### src/rtl/cpu_pkg.sv
// -----------------------------------------------------------------------------
// cpu_pkg
// Shared definitions for the multi-cycle CPU control unit:
//   - opcode values the decoder distinguishes (ALU group is 0..OP_EQ)
//   - 4-bit state encoding of the control FSM
//   - fault_code values
//   - ctrl_t bundle of Moore outputs and the per-state decode function
// No ports (package).
// -----------------------------------------------------------------------------
package cpu_pkg;

   // All ALU opcodes (ADD .. EQ) lie in 0..OP_EQ.
   localparam int OP_EQ   = 16;
   localparam int OP_BR   = 17;
   localparam int OP_STW  = 18;
   localparam int OP_LDW  = 19;
   localparam int OP_HALT = 20;

   typedef enum logic [3:0] {
      S_IDLE     = 4'd0,
      S_FETCH    = 4'd1,
      S_LOAD_IR  = 4'd2,
      S_DECODE   = 4'd3,
      S_AR_ALU   = 4'd4,
      S_AR_ROUT  = 4'd5,
      S_LDW_REQ  = 4'd6,
      S_LDW_MDR  = 4'd7,
      S_LDW_ROUT = 4'd8,
      S_STW_REQ  = 4'd9,
      S_BR       = 4'd10,
      S_HALT     = 4'd11,
      S_FAULT    = 4'd12
   } state_t;

   typedef enum logic [1:0] {
      FC_NONE    = 2'd0,
      FC_ILLEGAL = 2'd1,
      FC_TIMEOUT = 2'd2
   } fault_code_t;

   typedef struct packed {
      logic mem_read;
      logic mem_write;
      logic ir_en;
      logic pc_en;
      logic mdr_en;
      logic br_en;
      logic rf_write;
      logic ldw_en;
      logic data_w_mdr;
      logic instr_done;
      logic halted;
      logic fault;
   } ctrl_t;

   // Moore outputs of each state; everything not listed is 0.
   function automatic ctrl_t state_ctrl(input state_t s);
      ctrl_t c;
      c = '0;
      case (s)
         S_FETCH:    c.mem_read = 1'b1;
         S_LOAD_IR:  c.ir_en = 1'b1;
         S_AR_ROUT: begin
            c.rf_write   = 1'b1;
            c.instr_done = 1'b1;
         end
         S_LDW_REQ: begin
            c.ldw_en   = 1'b1;
            c.mem_read = 1'b1;
         end
         S_LDW_MDR:  c.mdr_en = 1'b1;
         S_LDW_ROUT: begin
            c.rf_write   = 1'b1;
            c.data_w_mdr = 1'b1;
            c.instr_done = 1'b1;
         end
         S_STW_REQ: begin
            c.ldw_en    = 1'b1;
            c.mem_write = 1'b1;
         end
         S_BR: begin
            c.br_en      = 1'b1;
            c.pc_en      = 1'b1;
            c.instr_done = 1'b1;
         end
         S_HALT:     c.halted = 1'b1;
         S_FAULT:    c.fault = 1'b1;
         default:    c = '0;
      endcase
      return c;
   endfunction

   // States that hold a memory strobe and wait for mem_ack.
   function automatic logic is_req_state(input state_t s);
      return (s == S_FETCH) || (s == S_LDW_REQ) || (s == S_STW_REQ);
   endfunction

endpackage

### src/rtl/mem_wait_timer.sv
// -----------------------------------------------------------------------------
// mem_wait_timer
// Counts cycles spent waiting on a memory handshake and flags when the wait
// limit has been reached.
// Parameters:
//   LIMIT  number of wait cycles allowed; 0 disables the timer (expired = 0)
//   W      counter width, must hold LIMIT
// Ports:
//   CLK      in   clock, rising edge
//   reset    in   synchronous active-high reset
//   clear    in   force counter to 0 (takes priority over enable)
//   enable   in   count one more wait cycle
//   expired  out  counter has reached LIMIT-1 (last allowed wait cycle)
// -----------------------------------------------------------------------------
module mem_wait_timer #(
   parameter int LIMIT = 16,
   parameter int W     = 8
) (
   input  logic CLK,
   input  logic reset,
   input  logic clear,
   input  logic enable,
   output logic expired
);

   logic [W-1:0] count_reg;

   always_ff @(posedge CLK) begin
      if (reset || clear) begin
         count_reg <= '0;
      end else if (enable) begin
         count_reg <= count_reg + 1'b1;
      end
   end

   generate
      if (LIMIT == 0) begin : g_disabled
         // Counter still runs (and wraps) but can never expire.
         logic count_unused;
         assign count_unused = ^count_reg;
         assign expired      = 1'b0;
      end else begin : g_enabled
         assign expired = (count_reg == W'(LIMIT - 1));
      end
   endgenerate

endmodule

### src/rtl/cpu_ctrl_fsm.sv
// -----------------------------------------------------------------------------
// cpu_ctrl_fsm
// Multi-cycle control unit: sequences fetch, decode, ALU, load, store, branch
// and halt; drives datapath enables and memory strobes; memory accesses use a
// req/ack handshake guarded by a watchdog.
//
// Optional build macro: BR_COND_EN
//   defined   - BR_EN/PC_EN in the branch state follow br_flag (not-taken
//               branches still retire with instr_done)
//   undefined - branches are unconditional and br_flag is ignored
//
// Ports:
//   CLK, reset          clock / synchronous active-high reset
//   run                 level; permits leaving IDLE
//   instr               IR contents (low OPW bits are the opcode)
//   mem_ack             memory completion for the current request
//   br_flag             branch condition (BR_COND_EN only)
//   MemRead, MemWrite   memory strobes, held until ack
//   IR_EN, PC_EN, MDR_EN, BR_EN, RFwrite   datapath enables
//   LDW_EN              address mux: 1 = register address, 0 = PC
//   dataW_MDR           RF write mux: 1 = MDR, 0 = ALU
//   instr_done          one-cycle retire pulse
//   halted, fault       sticky status
//   fault_code          0 none, 1 illegal opcode, 2 memory timeout
//   state_dbg           current state encoding
// -----------------------------------------------------------------------------
module cpu_ctrl_fsm
   import cpu_pkg::*;
#(
   parameter int INSTR_W = 16,
   parameter int OPW     = 5,
   parameter int TIMEOUT = 16,
   parameter int TO_W    = 8
) (
   input  logic               CLK,
   input  logic               reset,
   input  logic               run,
   input  logic [INSTR_W-1:0] instr,
   input  logic               mem_ack,
   input  logic               br_flag,
   output logic               MemRead,
   output logic               MemWrite,
   output logic               IR_EN,
   output logic               PC_EN,
   output logic               MDR_EN,
   output logic               BR_EN,
   output logic               RFwrite,
   output logic               LDW_EN,
   output logic               dataW_MDR,
   output logic               instr_done,
   output logic               halted,
   output logic               fault,
   output logic [1:0]         fault_code,
   output logic [3:0]         state_dbg
);

   state_t         state_reg, state_next;
   fault_code_t    fault_code_reg, fault_code_next;
   ctrl_t          ctrl_reg;
   logic [OPW-1:0] op;
   logic           in_req;
   logic           timer_expired;
   logic           timed_out;
   logic           br_take;

   assign op     = instr[OPW-1:0];
   assign in_req = is_req_state(state_reg);

   generate
      if (INSTR_W > OPW) begin : g_instr_hi
         logic instr_hi_unused;
         assign instr_hi_unused = ^instr[INSTR_W-1:OPW];
      end
   endgenerate

   // Held at zero outside request states, so every request starts from 0.
   mem_wait_timer #(
      .LIMIT (TIMEOUT),
      .W     (TO_W)
   ) u_wait_timer (
      .CLK     (CLK),
      .reset   (reset),
      .clear   (~in_req),
      .enable  (in_req & ~mem_ack),
      .expired (timer_expired)
   );

   // An ack on the limit cycle wins over the timeout.
   assign timed_out = in_req & ~mem_ack & timer_expired;

   always_comb begin
      state_next      = state_reg;
      fault_code_next = fault_code_reg;
      case (state_reg)
         S_IDLE:     if (run) state_next = S_FETCH;
         S_FETCH: begin
            if (mem_ack) begin
               state_next = S_LOAD_IR;
            end else if (timed_out) begin
               state_next      = S_FAULT;
               fault_code_next = FC_TIMEOUT;
            end
         end
         S_LOAD_IR:  state_next = S_DECODE;
         S_DECODE: begin
            if (op <= OPW'(OP_EQ)) begin
               state_next = S_AR_ALU;
            end else if (op == OPW'(OP_LDW)) begin
               state_next = S_LDW_REQ;
            end else if (op == OPW'(OP_STW)) begin
               state_next = S_STW_REQ;
            end else if (op == OPW'(OP_BR)) begin
               state_next = S_BR;
            end else if (op == OPW'(OP_HALT)) begin
               state_next = S_HALT;
            end else begin
               state_next      = S_FAULT;
               fault_code_next = FC_ILLEGAL;
            end
         end
         S_AR_ALU:   state_next = S_AR_ROUT;
         S_AR_ROUT:  state_next = S_IDLE;
         S_LDW_REQ: begin
            if (mem_ack) begin
               state_next = S_LDW_MDR;
            end else if (timed_out) begin
               state_next      = S_FAULT;
               fault_code_next = FC_TIMEOUT;
            end
         end
         S_LDW_MDR:  state_next = S_LDW_ROUT;
         S_LDW_ROUT: state_next = S_IDLE;
         S_STW_REQ: begin
            if (mem_ack) begin
               state_next = S_IDLE;
            end else if (timed_out) begin
               state_next      = S_FAULT;
               fault_code_next = FC_TIMEOUT;
            end
         end
         S_BR:       state_next = S_IDLE;
         S_HALT:     state_next = S_HALT;
         S_FAULT:    state_next = S_FAULT;
         default:    state_next = S_IDLE;
      endcase
   end

   // Moore outputs are registered from the next state, so they always equal
   // the decode of state_reg and are all 0 right after reset.
   always_ff @(posedge CLK) begin
      if (reset) begin
         state_reg      <= S_IDLE;
         fault_code_reg <= FC_NONE;
         ctrl_reg       <= '0;
      end else begin
         state_reg      <= state_next;
         fault_code_reg <= fault_code_next;
         ctrl_reg       <= state_ctrl(state_next);
      end
   end

`ifdef BR_COND_EN
   assign br_take = br_flag;
`else
   logic br_flag_unused;
   assign br_flag_unused = br_flag;
   assign br_take        = 1'b1;
`endif

   assign MemRead    = ctrl_reg.mem_read;
   assign MemWrite   = ctrl_reg.mem_write;
   assign IR_EN      = ctrl_reg.ir_en;
   assign MDR_EN     = ctrl_reg.mdr_en;
   assign RFwrite    = ctrl_reg.rf_write;
   assign LDW_EN     = ctrl_reg.ldw_en;
   assign dataW_MDR  = ctrl_reg.data_w_mdr;
   assign halted     = ctrl_reg.halted;
   assign fault      = ctrl_reg.fault;
   assign BR_EN      = ctrl_reg.br_en & br_take;
   // PC increments in the fetch cycle that receives ack; the registered
   // pc_en bit only covers the branch state.
   assign PC_EN      = (ctrl_reg.pc_en & br_take) | ((state_reg == S_FETCH) & mem_ack);
   // A store retires in the same cycle its ack arrives.
   assign instr_done = ctrl_reg.instr_done | ((state_reg == S_STW_REQ) & mem_ack);
   assign fault_code = fault_code_reg;
   assign state_dbg  = state_reg;

endmodule

### config.mk
export PLATFORM = sky130hd
export DESIGN_NAME = cpu_ctrl_fsm
export DESIGN_NICKNAME = d
export VERILOG_FILES = /design/src/rtl/cpu_pkg.sv /design/src/rtl/mem_wait_timer.sv /design/src/rtl/cpu_ctrl_fsm.sv
export SDC_FILE = /design/constraint.sdc
export NUM_CORES = 1
export LEC_CHECK = 0
export ABC_AREA = 1
export CAP_MARGIN = 15
export CORE_ASPECT_RATIO = 1.5
export CORE_UTILIZATION = 48
export CTS_BUF_LIST = sky130_fd_sc_hd__clkbuf_2
export CTS_CLUSTER_SIZE = 25
export DETAILED_ROUTE_END_ITERATION = 8
export GPL_TIMING_DRIVEN = 0
export HOLD_SLACK_MARGIN = 0.05
export PLACE_DENSITY = 0.78
export SLEW_MARGIN = 0
export SYNTH_ARGS = -nofsm -noshare
export SYNTH_HDL_FRONTEND = slang
export SYNTH_SLANG_ARGS = --single-unit
### constraint.sdc
create_clock -name CLK -period 1.8 [get_ports CLK]
set_clock_uncertainty 0.05 [all_clocks]
set_input_delay 0.54 -clock CLK [delete_from_list [all_inputs] [get_ports CLK]]
set_output_delay 0.54 -clock CLK [all_outputs]
set_load 0.1 [all_outputs]
**Run 1: pin map**

Scale: 4 px per µm. Pins as bars across the die edge, other pins in gray.
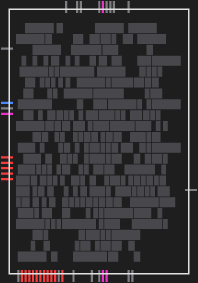
- fault: blue (pins 1; direction output; edge left)
- instr: red (pins 16; direction input; edge 11 bottom, 5 left)
- state_dbg: magenta (pins 4; direction output; edge 2 bottom, 1 left, 1 top)
- all pins by edge: 20 bottom, 9 top, 9 left, 1 right
die height: 65.74 µm
I/O Buffers: 25
die x size: 44.49 µm

**Run 1: wiring by layer**

Scale: 6 px per µm.
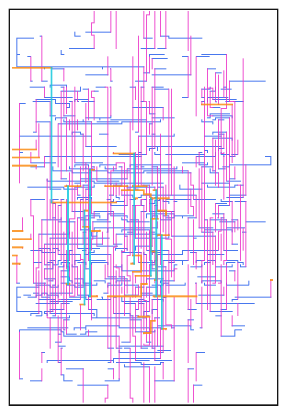
- met1: blue (wire length 1200 µm)
- met4: cyan (wire length 140 µm)
- met3: orange (wire length 117 µm)
- met2: magenta (wire length 1810 µm)
Overall Global Routing Usage: 23.85%
WL/cell: 12.32 µm
via count: 1359
final WL: 3.266 mm

==> flow_metrics.tcl, run 1 <==
# implementation run metrics
set metrics [dict create \
    reg2reg_depth 12 \
    r2r_start "state_dbg[0]" \
    synth-edff-count 0 \
    maxCapViolCount 0 \
    holdPathStages 2 \
    crit_start "state_dbg[1]" \
    fmax_mhz 520.8 \
    drive_above_1_share_pct 29.26 \
    nFillCells 207 \
    synth_nets 215 \
    power_switching_share_pct 39.60 \
    final-clk-cell-share_pct 1.288 \
    final_util_pct 69.83 \
    yosys_warnings 0 \
    antenna_left 0 \
    cp-end-kind "output port" \
    numCtsBuffers 3 \
    area_growth_pct 34.55 \
    status "finished with violations" \
    cts.path.max_buffers 2 \
    highest_layer "met4" \
    netlist.area_leader.share_pct 38.50 \
    grt_max_degree 16 \
    timing.final.ws_setup_ns -0.1203 \
    warning_count 40 \
    finalHoldViolCount 0 \
    p_comb_uw 412 \
    ff_type "dfxtp_1" \
    cts.sinks 25 \
    inv_count 29 \
    ys_area_mm2 0.001300 \
    fp-utilization_pct 51.90 \
    fin_crit_ns 1.920 \
    finalInstanceArea_mm2 0.001749 \
    yosys.cell_types.count 30 \
    drtPass1Iterations 4 \
    grt_pass1_vias 1342 \
    tightest_slew_ns 0.4897 \
    total_power_mw 1.232 \
    combPwrFrac_pct 33.4 \
    antenna_found_initial 0 \
    place_inst 254 \
    drt-initial-drc-count 43 \
    grt_setup_unrepaired "yes" \
    ff_count 25 \
    yosys_cells 193 \
    final_cell_mix "38 x nand2_1, 31 x nor2_1, 25 x inv_1, 18 x dfxtp_1, 18 x nand3_1" \
    root_buffer "clkbuf_2" \
    path_class "register to output port" \
    drc_errors 0 \
    syn_area_per_cell_um2 6.736 \
    slew_violations 0 \
    arrival_ns 1.33 \
    reg2reg_to "LDW_EN" \
    wl_met2_mm 1.806 \
    pwr-share-clk_pct 18.8 \
    wl_met3_um 117 \
    seq_power_share_pct 47.8 \
    final_cells 265 \
    wl_met1_mm 1.203 \
    cts_resized 108 \
    min_to "u_wait_timer.count_reg[1]" \
    p_sw_uw 488.0 \
    largest_reg_flops 8 \
    whs_ns 0.4547 \
    violations "setup timing" \
    nClkBuffers 3 \
    setup_violations 2 \
    nonClkBufAreaFrac_pct 16.74 \
    cts_tree "built" \
]
**Run 1: routing congestion**

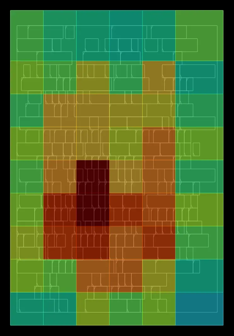
GRT met3 Usage: 1.923%
met1 global-route usage: 23.39%

## run 1: cells in the mapped netlist (2+ instances only)
cell type and number:
nor2_1 39, inv_1 25, nand4_1 3, a21oi_1 3
dfxtp_1 25, nor2_2 2, o21ai_0 5, nand2_1 39
inv_2 3, nor2_4 2, nor3_1 6, o21ai_2 2
nand2_4 2, nand2_2 3, nand3_1 19
## run 1: cells by family after synthesis
kind of cell,after synthesis,share of synthesized area (%)
AND/OR/NAND/NOR,119,42.25
XOR/XNOR,2,1.348
AND-OR/OR-AND,15,7.315
adder cells (fa/ha/maj),1,0.9623
buffers and inverters,31,9.624
flip-flops,25,38.50
## run 1: critical path, stage by stage, from the launching register on
cell,delay [ns]
dfxtp_4,0.43
nor2_4,0.15
a41o_4,0.23
buf_12,0.17
**Run 1: sequential cells grouped by signal name**

Scale: 4 px per µm. Other sequential cells in the stronger gray, the rest of the logic in the fainter gray.
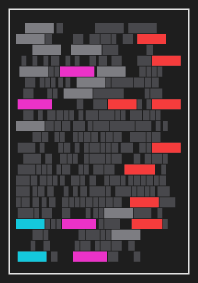

==> run 2, diff against run 1 <==
--- a/config.mk
+++ b/config.mk
@@ -5,12 +5,10 @@
 export SDC_FILE = /design/constraint.sdc
 export NUM_CORES = 1
 export LEC_CHECK = 0
-export ABC_AREA = 1
 export CAP_MARGIN = 15
 export CORE_ASPECT_RATIO = 1.5
-export CORE_UTILIZATION = 48
+export CORE_UTILIZATION = 47
 export CTS_BUF_LIST = sky130_fd_sc_hd__clkbuf_2
-export CTS_CLUSTER_SIZE = 25
 export DETAILED_ROUTE_END_ITERATION = 8
 export GPL_TIMING_DRIVEN = 0
 export HOLD_SLACK_MARGIN = 0.05
**Run 2: sequential cells grouped by signal name**

Scale: 4 px per µm. Other sequential cells in the stronger gray, the rest of the logic in the fainter gray.
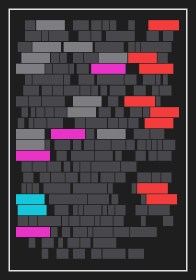
- fault_code: cyan (flops 2)
- state_dbg: magenta (flops 4)
- u_wait_timer.count_reg: red (flops 8)
Flop area: 524.3 µm²
Final Util: 78.18%
sequential power: 587 µW
flop share of the area: 27.07%

**Run 2: routing congestion**

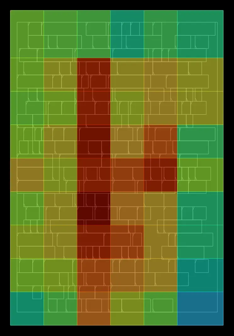
met1 global-route usage: 27.41%
GR Util met2: 48.71%
GRT met3 Usage: 3.621%
WL/cell: 18.04 µm

**Run 2: port wiring**

Scale: 6 px per µm.
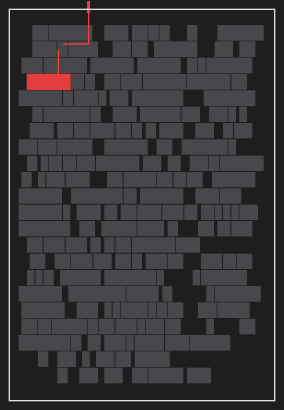
- fault: red (bits 1; direction output; edge top; end cells 1; buffers 1; wire 15.8 µm)
I/O pins: 39

==> run 2 against run 1 <==
The run still ends with setup timing left. First-iteration DRC count decreased by 28%. Worst hold slack got worse by 0.060 ns. Cell count decreased by 20%. Register-to-register slack got worse by 0.48 ns. Sequential share of layout area decreased by 2.6 points. Global-route usage increased by 1.6 points. Critical endpoint is now BR_EN. Largest cell class unchanged. Highest routed layer unchanged.
==> flow_metrics.tcl, run 2 <==
# implementation run metrics
set metrics [dict create \
    nClkBuffers 3 \
    drtPass1Iterations 4 \
    violations "setup timing" \
    ys_area_mm2 0.001244 \
    final_cells 211 \
    nonClkBufAreaFrac_pct 22.42 \
    setup_violations 14 \
    finalHoldViolCount 0 \
    grt_pass1_vias 1229 \
    most_common_cell "dfxtp_1" \
    crit_end "BR_EN" \
    antenna_found_initial 0 \
    reg2reg_to "BR_EN" \
    crit_chain "nor4_4 > nand4_1 > a32o_2 > or3_4 > or3_4 > nor3_2" \
    warning_count 41 \
    cts.path.max_buffers 2 \
    cp.depth 6 \
    min_to "u_wait_timer.count_reg[1]" \
    largest_reg_flops 8 \
    grt_max_degree 16 \
    largest_class "logic gates" \
    root_buffer "clkbuf_2" \
    final_cell_mix "20 x buf_4, 18 x nor2_1, 16 x dfxtp_1, 10 x buf_2, 8 x buf_6" \
    synth_nets 158 \
    inv_count 2 \
    r2r_start "u_wait_timer.count_reg[7]" \
    holdPathStages 3 \
    slowest_delay_ns 0.40 \
    drt-initial-drc-count 31 \
    maxCapViolCount 0 \
    critPathBufInv 0 \
    numCtsBuffers 3 \
    fin_crit_ns 2.195 \
    nFillCells 178 \
    drive_above_1_share_pct 56.15 \
    synth-edff-count 0 \
    highest_layer "met4" \
    crit_family "simple AND/OR/NAND/NOR gates" \
    cts_resized 126 \
    arrival_ns 2.47 \
    area_growth_pct 55.73 \
    cts.sinks 25 \
    netlist.area_leader.share_pct 40.24 \
    slowest_stage "dfxtp_2" \
    grt_setup_unrepaired "yes" \
    fp-utilization_pct 50.20 \
    wl_met3_um 122 \
    yosys.area.top_type "dfxtp_1" \
    syn_area_per_cell_um2 9.145 \
    startpoint_type "register" \
    grt_use_total_pct 25.45 \
    ff_count 25 \
    die_h_um 65 \
    tightest_slew_ns 0.5741 \
    slew_violations 0 \
    wl_met2_mm 2.180 \
    timing.final.ws_setup_ns -0.3953 \
    path_common_cell "or3_4" \
    cts_tree "built" \
    wl_met1_mm 1.382 \
    final-comb-area_um2 919.6 \
    portBuffers 25 \
    vias 1254 \
    path_class "register to register" \
    yosys_warnings 0 \
    netlist_area_mm2 0.001244 \
    final-clk-cell-share_pct 1.098 \
    common_cells "25 x dfxtp_1, 19 x nor2_1, 7 x nor3_1, 6 x a21oi_1" \
    drc_errors 0 \
    crit_start "u_wait_timer.count_reg[7]" \
    synth_async_sr_flop_share_pct 0 \
    reg2reg_depth 6 \
    yosys_cells 136 \
    ff_type "dfxtp_1" \
    routed_wl_mm 3.806 \
    fmax_mhz 455.5 \
    total_power_mw 1.374 \
    cp_data_required_time_ns 2.08 \
    antenna_left 0 \
    status "finished with violations" \
]
## run 2: cell families (layout without fill, tap and decap cells)
family	Yosys count	after routing	synth area share, %
simple gates	69	69	33.60
buf+inv	8	59	3.823
flops	25	25	40.24
xor+xnor	9	9	6.338
fa+ha+maj	1	1	1.006
mux	1	1	0.8049
compound gates	23	23	14.19
## run 2: stage by stage
stage	hold slack, ns	worst slack, ns	instance area, µm²
after global routing	0.4403	-0.4526	1937
after global placement	0.4250	-1.007	1587
after floorplan	0.4324	-0.3436	1306
after detailed placement	0.4355	-0.9955	1587
final	0.3948	-0.3953	1937
after CTS	0.4184	-0.3622	1738
## run 2: where the power goes
group / internal [mW] / total, mW / switching [mW]
logic: 0.211 / 0.543 / 0.331
clock network: 0.0541 / 0.244 / 0.190
registers: 0.570 / 0.587 / 0.0169
**Run 2: pin map**

Scale: 4 px per µm. Pins as bars across the die edge, other pins in gray.
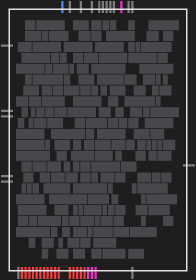

==> run 3, diff against run 2 <==
--- a/config.mk
+++ b/config.mk
@@ -7,12 +7,12 @@
 export LEC_CHECK = 0
 export CAP_MARGIN = 15
 export CORE_ASPECT_RATIO = 1.5
-export CORE_UTILIZATION = 47
+export CORE_UTILIZATION = 43
 export CTS_BUF_LIST = sky130_fd_sc_hd__clkbuf_2
 export DETAILED_ROUTE_END_ITERATION = 8
 export GPL_TIMING_DRIVEN = 0
 export HOLD_SLACK_MARGIN = 0.05
-export PLACE_DENSITY = 0.78
+export PLACE_DENSITY = 0.75
 export SLEW_MARGIN = 0
 export SYNTH_ARGS = -nofsm -noshare
 export SYNTH_HDL_FRONTEND = slang
==> constraint.sdc (replaced) <==
create_clock -name CLK -period 1.78 [get_ports CLK]
set_clock_uncertainty 0.05 [all_clocks]
set_input_delay 0.534 -clock CLK [delete_from_list [all_inputs] [get_ports CLK]]
set_output_delay 0.534 -clock CLK [all_outputs]
set_load 0.1 [all_outputs]
**Run 3: pin map**

Scale: 4 px per µm. Pins as bars across the die edge, other pins in gray.
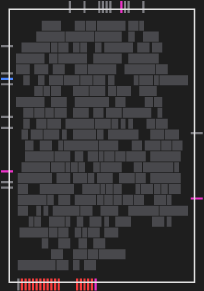
die x size: 45.91 µm
die height: 67.87 µm

**Run 3: sequential cells grouped by signal name**

Scale: 4 px per µm. Other sequential cells in the stronger gray, the rest of the logic in the fainter gray.
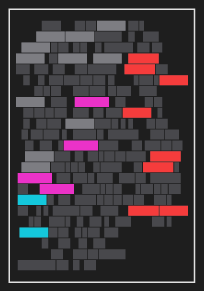
sequential power: 596 µW
Final Util: 68.27%
flop share of the area: 28.25%
Flop area: 521.8 µm²

**Run 3: port wiring**

Scale: 6 px per µm.
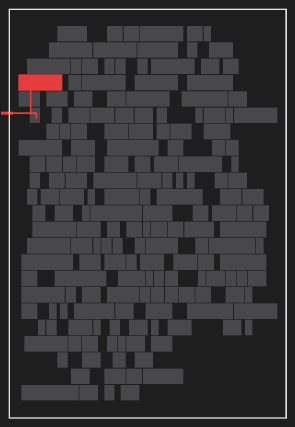

==> run 3 against run 2 <==
Cell count increased by 2.8%. Via count is 4.8% lower. The run still ends with setup timing left. Combinational power down 8.5%. Clock power down 7%. Synthesized cell count stayed put. Wire length is 11% lower. Worst setup slack improved by 0.025 ns. Global-route usage decreased by 2.0 points. Power shrank 3.9%. Highest routed layer unchanged. Final area down 4.7%.
==> flow_metrics.tcl, run 3 <==
# implementation run metrics
set metrics [dict create \
    portBuffers 25 \
    grt_setup_unrepaired "yes" \
    numCtsBuffers 3 \
    maxCapViolCount 0 \
    area_growth_pct 48.49 \
    seq_power_share_pct 45.2 \
    drt-initial-drc-count 37 \
    pg_clk_uw 227 \
    final-comb-area_um2 870.8 \
    drtPass1Iterations 4 \
    finalHoldViolCount 0 \
    min_to "u_wait_timer.count_reg[1]" \
    synth-edff-count 0 \
    antenna_left 0 \
    arrival_ns 1.57 \
    root_buffer "clkbuf_2" \
    nFillCells 231 \
    ys_sh_adder_pct 1.006 \
    startpoint_type "register" \
    holdPathStages 3 \
    reg2reg_depth 7 \
    inv_count 2 \
    drive_above_1_share_pct 51.11 \
    maxPowerGroup "registers" \
    largest_class "logic gates" \
    whs_ns 0.3964 \
    final_cell_mix "17 x nor2_1, 16 x dfxtp_1, 14 x buf_4, 10 x buf_2, 7 x buf_6" \
    logic_family "simple AND/OR/NAND/NOR gates" \
    finalInstanceArea_mm2 0.001847 \
    grt_pass1_vias 1194 \
    tightest_slew_ns 0.5460 \
    timing.final.ws_setup_ns -0.3698 \
    common_cells "25 x dfxtp_1, 19 x nor2_1, 7 x nor3_1, 6 x a21oi_1" \
    status "finished with violations" \
    dpl_cell_area_mm2 0.001600 \
    p_sw_uw 503.9 \
    routed_wl_mm 3.389 \
    warning_count 41 \
    num_io_pins 39 \
    syn_area_per_cell_um2 9.145 \
    crit_start "state_dbg[1]" \
    preCtsSetupSlack_ns -1.030 \
    grt_max_degree 15 \
    fmax_mhz 465.2 \
    final_cells 217 \
    p_comb_uw 497 \
    cts_resized 139 \
    ys_sh_xor_pct 6.338 \
    aoi_share_pct 14.19 \
    fp-utilization_pct 45.98 \
    nClkBuffers 3 \
    muxShareOfSynthArea_pct 0.8048 \
    cts.sinks 25 \
    slew_violations 0 \
    total_power_mw 1.320 \
    setup_violations 15 \
    reg2reg_to "RFwrite" \
    fin_crit_ns 2.150 \
    combPwrFrac_pct 37.6 \
    final-clk-cell-share_pct 1.084 \
    ff_count 25 \
    crit_end "PC_EN" \
    simple_gate_area_share_pct 33.60 \
    violations "setup timing" \
]
run 3: cell families after synthesis:
family                     Yosys count
xor gates and xnor gates             9
buffers and inverters                8
DFF                                 25
adders and majority gates            1
and+or+nand+nor                     69
muxes                                1
AOI/OAI and AO/OA                   23
run 3: worst max-delay path: cells and delay by family, from the launching register on:
| family | cells | cell delay, ns |
|---|---|---|
| flops | 1 | 0.40 |
| simple gates | 2 | 0.36 |
| buf+inv | 2 | 0.30 |
| compound gates | 1 | 0.14 |
run 3: layer usage:
metal  up-vias  routed length (µm)  share of wire [%]  global-route usage [%]
met3        10                 172                5.1                   3.958
met5         -                   0                  0                       0
met1       570                1208                 36                   25.25
met4         0                  93                2.7                   12.50
li1        573                   -                  -                       -
met2        41                1915                 57                   41.73
No activity file was given, so power comes from the tool's default toggle rates.
